Run 1, placement by cell class:
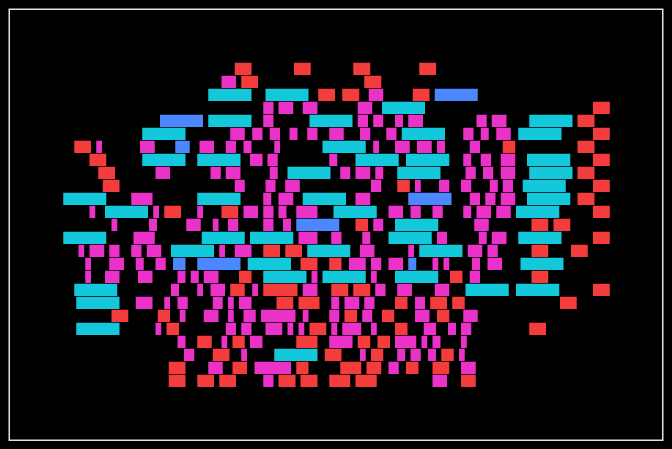
Run 1, sequential cells coloured by netlist name:
Other sequential cells in the stronger grey, the rest of the logic in the fainter grey.
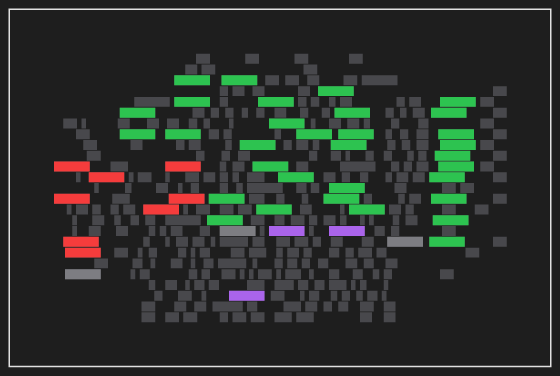
Run 1, routed clock nets over the placement:
Scale bar: 50 microns.
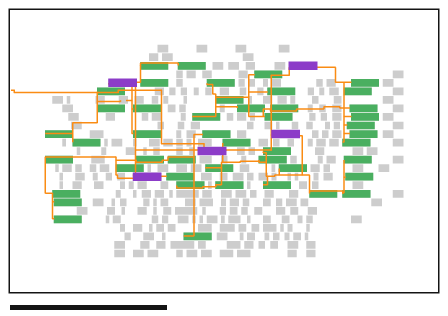
[src/rtl/multicycle_ctrl.sv]
// Multi-cycle control sequencer: FETCH/DECODE/EXEC/MEM/WB over a shared memory
// with a req/ready handshake, datapath strobes, retire counter and sticky errors.
module multicycle_ctrl #(
  parameter int MEM_TIMEOUT = 15,
  parameter int CNT_W       = 32
) (
  input  logic             clk,
  input  logic             rst,
  input  logic             run,
  input  logic [5:0]       opcode,
  input  logic             zero,
  input  logic             mem_ready,
  output logic [2:0]       state,
  output logic             mem_req,
  output logic             mem_we,
  output logic             addr_sel,
  output logic             ir_we,
  output logic             mdr_we,
  output logic             pc_we,
  output logic [1:0]       pc_src,
  output logic             alu_src_imm,
  output logic             reg_we,
  output logic             reg_dst,
  output logic [1:0]       wb_sel,
  output logic             halted,
  output logic             err_illegal,
  output logic             err_timeout,
  output logic [CNT_W-1:0] instr_count
);

  typedef enum logic [2:0] {
    S_IDLE   = 3'd0,
    S_FETCH  = 3'd1,
    S_DECODE = 3'd2,
    S_EXEC   = 3'd3,
    S_MEM    = 3'd4,
    S_WB     = 3'd5,
    S_HALT   = 3'd6
  } state_t;

  localparam logic [7:0]       WAIT_LIMIT = 8'(MEM_TIMEOUT - 1);
  localparam logic [CNT_W-1:0] CNT_ONE    = {{(CNT_W-1){1'b0}}, 1'b1};

  state_t     cur;
  state_t     nxt;
  logic [7:0] wait_cnt;
  logic       retire;
  logic       mem_expired;
  logic       waiting;

  logic is_r, is_beq, is_lw, is_sw, is_j, is_slti, is_ori, is_addi, is_lui, legal;

  always_comb begin
    is_r    = (opcode == 6'b000000) || (opcode == 6'b001000);
    is_beq  = (opcode == 6'b000001) || (opcode == 6'b001001);
    is_lw   = (opcode == 6'b000010);
    is_sw   = (opcode == 6'b000011);
    is_j    = (opcode == 6'b000100);
    is_slti = (opcode == 6'b000110);
    is_ori  = (opcode == 6'b000111);
    is_addi = (opcode == 6'b001010);
    is_lui  = (opcode == 6'b101010);
    legal   = is_r | is_beq | is_lw | is_sw | is_j | is_slti | is_ori | is_addi | is_lui;
  end

  // The limit cycle itself counts as a wait; a ready in that cycle still completes.
  assign waiting     = ((cur == S_FETCH) || (cur == S_MEM)) && !mem_ready;
  assign mem_expired = waiting && (wait_cnt == WAIT_LIMIT);

  always_comb begin
    nxt         = cur;
    retire      = 1'b0;
    mem_req     = 1'b0;
    mem_we      = 1'b0;
    addr_sel    = 1'b0;
    ir_we       = 1'b0;
    mdr_we      = 1'b0;
    pc_we       = 1'b0;
    pc_src      = 2'b00;
    alu_src_imm = 1'b0;
    reg_we      = 1'b0;
    reg_dst     = 1'b0;
    wb_sel      = 2'b00;
    case (cur)
      S_IDLE: begin
        if (run) nxt = S_FETCH;
      end
      S_FETCH: begin
        mem_req = 1'b1;
        if (mem_ready) begin
          ir_we = 1'b1;
          pc_we = 1'b1;
          nxt   = S_DECODE;
        end else if (mem_expired) begin
          nxt = S_HALT;
        end
      end
      S_DECODE: begin
        if (!legal) begin
          nxt = S_HALT;
        end else if (is_j) begin
          pc_we  = 1'b1;
          pc_src = 2'b10;
          retire = 1'b1;
        end else begin
          nxt = S_EXEC;
        end
      end
      S_EXEC: begin
        alu_src_imm = is_lw | is_sw | is_slti | is_ori | is_addi;
        if (is_beq) begin
          pc_we  = zero;
          pc_src = 2'b01;
          retire = 1'b1;
        end else if (is_lw || is_sw) begin
          nxt = S_MEM;
        end else begin
          nxt = S_WB;
        end
      end
      S_MEM: begin
        mem_req     = 1'b1;
        addr_sel    = 1'b1;
        alu_src_imm = 1'b1;
        mem_we      = is_sw;
        if (mem_ready) begin
          if (is_lw) begin
            mdr_we = 1'b1;
            nxt    = S_WB;
          end else begin
            retire = 1'b1;
          end
        end else if (mem_expired) begin
          nxt = S_HALT;
        end
      end
      S_WB: begin
        reg_we  = 1'b1;
        reg_dst = is_r;
        wb_sel  = is_lw ? 2'b01 : (is_lui ? 2'b10 : 2'b00);
        retire  = 1'b1;
      end
      S_HALT: begin
        nxt = S_HALT;
      end
      default: begin
        nxt = S_IDLE;
      end
    endcase
    if (retire) nxt = run ? S_FETCH : S_IDLE;
  end

  always_ff @(posedge clk or posedge rst) begin
    if (rst) begin
      cur         <= S_IDLE;
      wait_cnt    <= 8'd0;
      instr_count <= '0;
      halted      <= 1'b0;
      err_illegal <= 1'b0;
      err_timeout <= 1'b0;
    end else begin
      cur <= nxt;
      // Any non-waiting cycle clears the counter, so every FETCH/MEM entry starts at 0.
      if (waiting) wait_cnt <= wait_cnt + 8'd1;
      else         wait_cnt <= 8'd0;
      if (retire) instr_count <= instr_count + CNT_ONE;
      if (nxt == S_HALT)             halted      <= 1'b1;
      if (cur == S_DECODE && !legal) err_illegal <= 1'b1;
      if (mem_expired)               err_timeout <= 1'b1;
    end
  end

  assign state = cur;

endmodule

[config.mk]
export PLATFORM = sky130hd
export DESIGN_NAME = multicycle_ctrl
export DESIGN_NICKNAME = d
export VERILOG_FILES = /design/src/rtl/multicycle_ctrl.sv
export SDC_FILE = /design/constraint.sdc
export NUM_CORES = 1
export LEC_CHECK = 0
export ABC_CLOCK_PERIOD_IN_PS = 2900
export CELL_PAD_IN_SITES_DETAIL_PLACEMENT = 1
export CELL_PAD_IN_SITES_GLOBAL_PLACEMENT = 2
export CORE_ASPECT_RATIO = 0.6
export CORE_MARGIN = 10
export CORE_UTILIZATION = 30
export DETAILED_ROUTE_END_ITERATION = 8
export HOLD_SLACK_MARGIN = 0.03
export PLACE_DENSITY = 0.91
export SLEW_MARGIN = 15
export SYNTH_ARGS = -nofsm -noshare
export SYNTH_HDL_FRONTEND = slang
export SYNTH_SLANG_ARGS = --single-unit
[constraint.sdc]
create_clock -name clk -period 2.9 [get_ports clk]
set_input_delay 0.58 -clock clk [delete_from_list [all_inputs] [get_ports clk]]
set_output_delay 0.58 -clock clk [all_outputs]
set_load 0.01 [all_outputs]
==> results_tabular.tex <==
% Yosys + OpenROAD metrics
\begin{tabular}{lr}
\hline
Metric & Value \\
\hline
\multicolumn{2}{l}{\textbf{Yosys}} \\
Number of cells in Yosys stat & 244 \\
Largest area contributor in the netlist & sky130\_fd\_sc\_hd\_\_dfrtp\_1 \\
Number of nets in the synthesized netlist & 258 \\
Syn. warnings & 0 \\
Instance count of the mapped netlist & 244 \\
Adder Area Share & 1.538\% \\
Ys flop type & sky130\_fd\_sc\_hd\_\_dfrtp\_1 \\
Cells taking the most area after synthesis & sky130\_fd\_sc\_hd\_\_dfrtp\_1 (47\%), sky130\_fd\_sc\_hd\_\_xnor2\_1 (12\%), sky130\_fd\_sc\_hd\_\_nand4\_1 (5.4\%), sky130\_fd\_sc\_hd\_\_and3\_1 (4.6\%), sky130\_fd\_sc\_hd\_\_nand3\_1 (3.9\%) \\
Average cell area after synthesis & 9.999 sq um \\
Synth async-reset ratio & 100.0\% \\
Seq/Total Area, Yosys & 47.18\% \\
Area fraction in and, or, nand and nor cells after synthesis & 27.90\% \\
Top area contributor share & 47.18\% \\
Xor and xnor area share after synthesis & 13.28\% \\
Compound-Gate Fraction of Synth Area & 6.769\% \\
Chip area in the Yosys report & 2440 sq um \\
Most frequent cells after synthesis & sky130\_fd\_sc\_hd\_\_dfrtp\_1 (46), sky130\_fd\_sc\_hd\_\_xnor2\_1 (33), sky130\_fd\_sc\_hd\_\_nor2\_1 (22) \\
Count of unique library cells instantiated by Yosys & 43 \\
Multiplexer share & 0.4615\% \\
\multicolumn{2}{l}{\textbf{CTS}} \\
Insertion Delay late pin & 0.29 ns \\
Reg clk slew, reported paths & 0.07 ns \\
Clk Tree Root Cell & sky130\_fd\_sc\_hd\_\_clkbuf\_16 \\
Setup Fix Bufs, Post-CTS & 0 \\
Clock sink count & 46 \\
Maximum clock insertion buffer count & 2 \\
Depth of the CTS H-tree & 2 \\
CTS tree & done \\
\multicolumn{2}{l}{\textbf{Floorplanning}} \\
Chip height & 89.86 microns \\
Number of placement rows & 25 \\
Core utilization before placement & 30.95\% \\
Chip area & 12260 sq um \\
I/O pins & 62 \\
Area of the core & 7883 sq um \\
DIE WIDTH & 136.4 microns \\
\multicolumn{2}{l}{\textbf{Timing}} \\
Shortest clock period the worst path allows after layout & 2.850 ns \\
Post-Route Setup TNS & 0 ns \\
Count of endpoints failing hold in the final timing report & 0 \\
Worst clock skew on the final layout & 0.01134 ns \\
RSZ-0062 raised after global routing & false \\
Max transition margin & 46.17\% \\
Final-report max-slew violation count & 0 \\
Final critical-path share of the clock period & 98.27\% \\
Fmax & 350.9 MHz \\
\multicolumn{2}{l}{\textbf{Critical path}} \\
Critical path required time & 3.13 ns \\
Data arrival time of the critical path & 3.08 ns \\
Cells on worst reg2reg path & 8 \\
Cell type of the slowest stage on the worst timing path & sky130\_fd\_sc\_hd\_\_or4b\_4 \\
CP Capture Type & flop \\
Critical path peak fanout & 36 \\
Critical path cell sequence & clkdlybuf4s50\_1, or4b\_4, o311a\_1, or4\_1, buf\_12, a211oi\_4, a41o\_1 \\
Slack of the worst reg-to-reg path & 0.66 ns \\
Delay of the slowest cell on the worst path & 0.57 ns \\
Worst r2r src & state[1]\$\_DFF\_PP0\_ \\
\multicolumn{2}{l}{\textbf{Global routing}} \\
GRT Resource Usage Total & 12.93\% \\
Initial antenna violation count & 0 \\
Via count of the first global-routing pass & 2282 \\
Global-route wire length before repair & 12890 microns \\
Grt total ovfl & 0 \\
\multicolumn{2}{l}{\textbf{Placement}} \\
Final HPWL from detailed placement & 6147 microns \\
Cell Count Post-Placement & 425 \\
Area after DPL & 3312 sq um \\
\multicolumn{2}{l}{\textbf{Routing}} \\
Total iterations of the first detailed-routing run & 4 \\
Vias & 2208 \\
Uppermost layer routed & met4 \\
Number of vias per cell after detailed routing & 5.099 \\
Count of routing violations after the opening detailed-route iteration & 96 \\
Remaining routing DRC violations & 0 \\
Met3 wire length & 605 microns \\
Final WL & 7954 microns \\
\multicolumn{2}{l}{\textbf{Status}} \\
Run status & finished, final reports clean \\
\multicolumn{2}{l}{\textbf{Min path}} \\
Min-Delay Endpoint & err\_timeout\$\_DFFE\_PP0P\_ \\
Worst Hold Launch & err\_timeout\$\_DFFE\_PP0P\_ \\
Classification of the worst-slack hold path & flop to flop \\
\multicolumn{2}{l}{\textbf{Final layout}} \\
Post-route cell area & 3498 sq um \\
Count of nets after finishing & 338 \\
Non-filler cells, final & 433 \\
Area growth syn-to-layout & 43.38\% \\
Number of antenna diodes & 0 \\
Share of layout cells above drive strength 1 & 12.00\% \\
\multicolumn{2}{l}{\textbf{Power}} \\
Power density over the cells & 670.6 nW/um\^{}2 \\
Maximum ir drop on the vdd rail & 245.5 uV \\
Static power due to leakage & 1.552 nW \\
\multicolumn{2}{l}{\textbf{Job}} \\
Max-cap check violation count & 0 \\
\hline
\end{tabular}
-- 'placement by cell class' (at the start) --
legend:
  cyan:
    class: flip-flops
    cells: 46
    share_of_their_area: 34%
  magenta:
    class: all other logic
    cells: 188
    share_of_their_area: 38%
  red:
    class: other buffers and delay cells
    cells: 83
    share_of_their_area: 24%
  blue:
    class: clock drivers and dummy loads
    cells: 8
    share_of_their_area: 4.4%

-- 'sequential cells coloured by netlist name' (at the start) --
legend:
  purple:
    netlist_name: `state`
    flops: 3
  green:
    netlist_name: `instr_count`
    flops: 32
  red:
    netlist_name: `wait_cnt`
    flops: 8
    where: middle left
not coloured: 3
power dissipated in sequential cells: 0.814 mW
Register Area: 1151 sq um
sequential cell area share: 32.90%
utilization after layout: 44.38%

-- 'routed clock nets over the placement' (at the start) --
legend:
  green:
    item: flip-flops
    count: 46
  orange:
    item: clock wires
    length: 669 microns
  purple:
    item: cells driving clock nets
    count: 5
routed clock nets: 6

run 1: area by class of cell:
class | instances | area (sq um)
Clock buffer | 5 | 125.1
Clock inverter | 3 | 21.27
Fill cell | 870 | 4384
Inverter | 5 | 18.77
Multi-Input combinational cell | 183 | 1252
Sequential cell | 46 | 1151
Tap cell | 108 | 135.1
Timing Repair Buffer | 83 | 794.5
run 1: through the flow:
stage               util, %  power, mW  worst slack [ns]
floorplan                 -      1.301            0.3264
global placement      42.02      1.718           -0.2173
detailed placement    42.02      1.755           -0.3721
CTS                   44.13      2.350           0.01570
global route          44.38      2.481          0.004700
finish                44.38      2.346           0.05011
run 1: worst max path at each step:
stage                    from            endpoint  slack (ns)  cells past startpoint
detailed placement  opcode[1]               pc_we       -0.37                      6
floorplan           opcode[3]  state[0]$_DFF_PP0_        0.33                      6
CTS                 opcode[4]               pc_we        0.02                      6
finish              opcode[3]  halted$_DFFE_PP0N_        0.05                      7
global placement    opcode[1]               pc_we       -0.22                      6
global route        opcode[3]  halted$_DFFE_PP0N_       0.005                      7
run 1: power breakdown:
group	total [mW]	leakage [nW]	internal, mW	switching [mW]
combinational	0.953	0.864	0.422	0.531
clock	0.579	0.0698	0.320	0.259
sequential	0.814	0.618	0.720	0.0938
total	2.35	1.55	1.46	0.884
run 1: registers in the layout (all words and copies together), names as in the netlist:
name and cells:
instr_count 32, state 3, halted 1, err_illegal 1, wait_cnt 8, err_timeout 1
run 1: metal layers:
layer / global-route usage [%] / up-vias
li1: - / 1042
met1: 18.00 / 1108
met2: 18.47 / 48
met3: 4.389 / 10
met4: 3.357 / 0
met5: 0 / -
run 1: cells by family after synthesis:
group	Yosys count
simple gates	121
flops	46
xor+xnor	37
compound gates	21
buf+inv	15
fa+ha+maj	3
mux	1
run 1: layout by cell type (no fill, tap or decap), drive strengths merged, types with 2 or more instances in the layout:
| cell type | netlist | routed |
|---|---|---|
| nor2b | 2 | 2 |
| a211o | 2 | 2 |
| dlymetal6s2s | 0 | 5 |
| xor2 | 4 | 4 |
| nand2 | 9 | 9 |
| inv | 5 | 5 |
| clkbuf | 6 | 5 |
| xnor2 | 33 | 33 |
| nor4b | 2 | 2 |
| nor4 | 2 | 2 |
| nand2b | 6 | 6 |
| clkinv | 0 | 2 |
| buf | 4 | 22 |
| dfrtp | 46 | 46 |
| and4 | 4 | 4 |
| o21bai | 2 | 2 |
| and2 | 4 | 4 |
| and3 | 18 | 18 |
| nor3 | 4 | 4 |
| a41o | 3 | 3 |
| a21oi | 2 | 2 |
| or3 | 3 | 3 |
| ha | 3 | 3 |
| nand3 | 19 | 19 |
| clkdlybuf4s50 | 0 | 50 |
| o21ai | 3 | 3 |
| nand4 | 21 | 21 |
| dlygate4sd2 | 0 | 5 |
| nor2 | 22 | 22 |
run 1: critical path: cells and delay by family:
| family | cells | cell delay (ns) |
|---|---|---|
| and+or+nand+nor | 2 | 1.13 |
| AOI/OAI and AO/OA | 3 | 0.70 |
| buffers and inverters | 2 | 0.67 |
run 1: repair_timing:
item                                    in CTS  in global routing
endpoints found under the setup margin       7                  5
resized                                     12                  6
pin swaps                                    2                  1
hold endpoints to repair                     0                  0
Power is estimated from default activity; no workload was simulated.
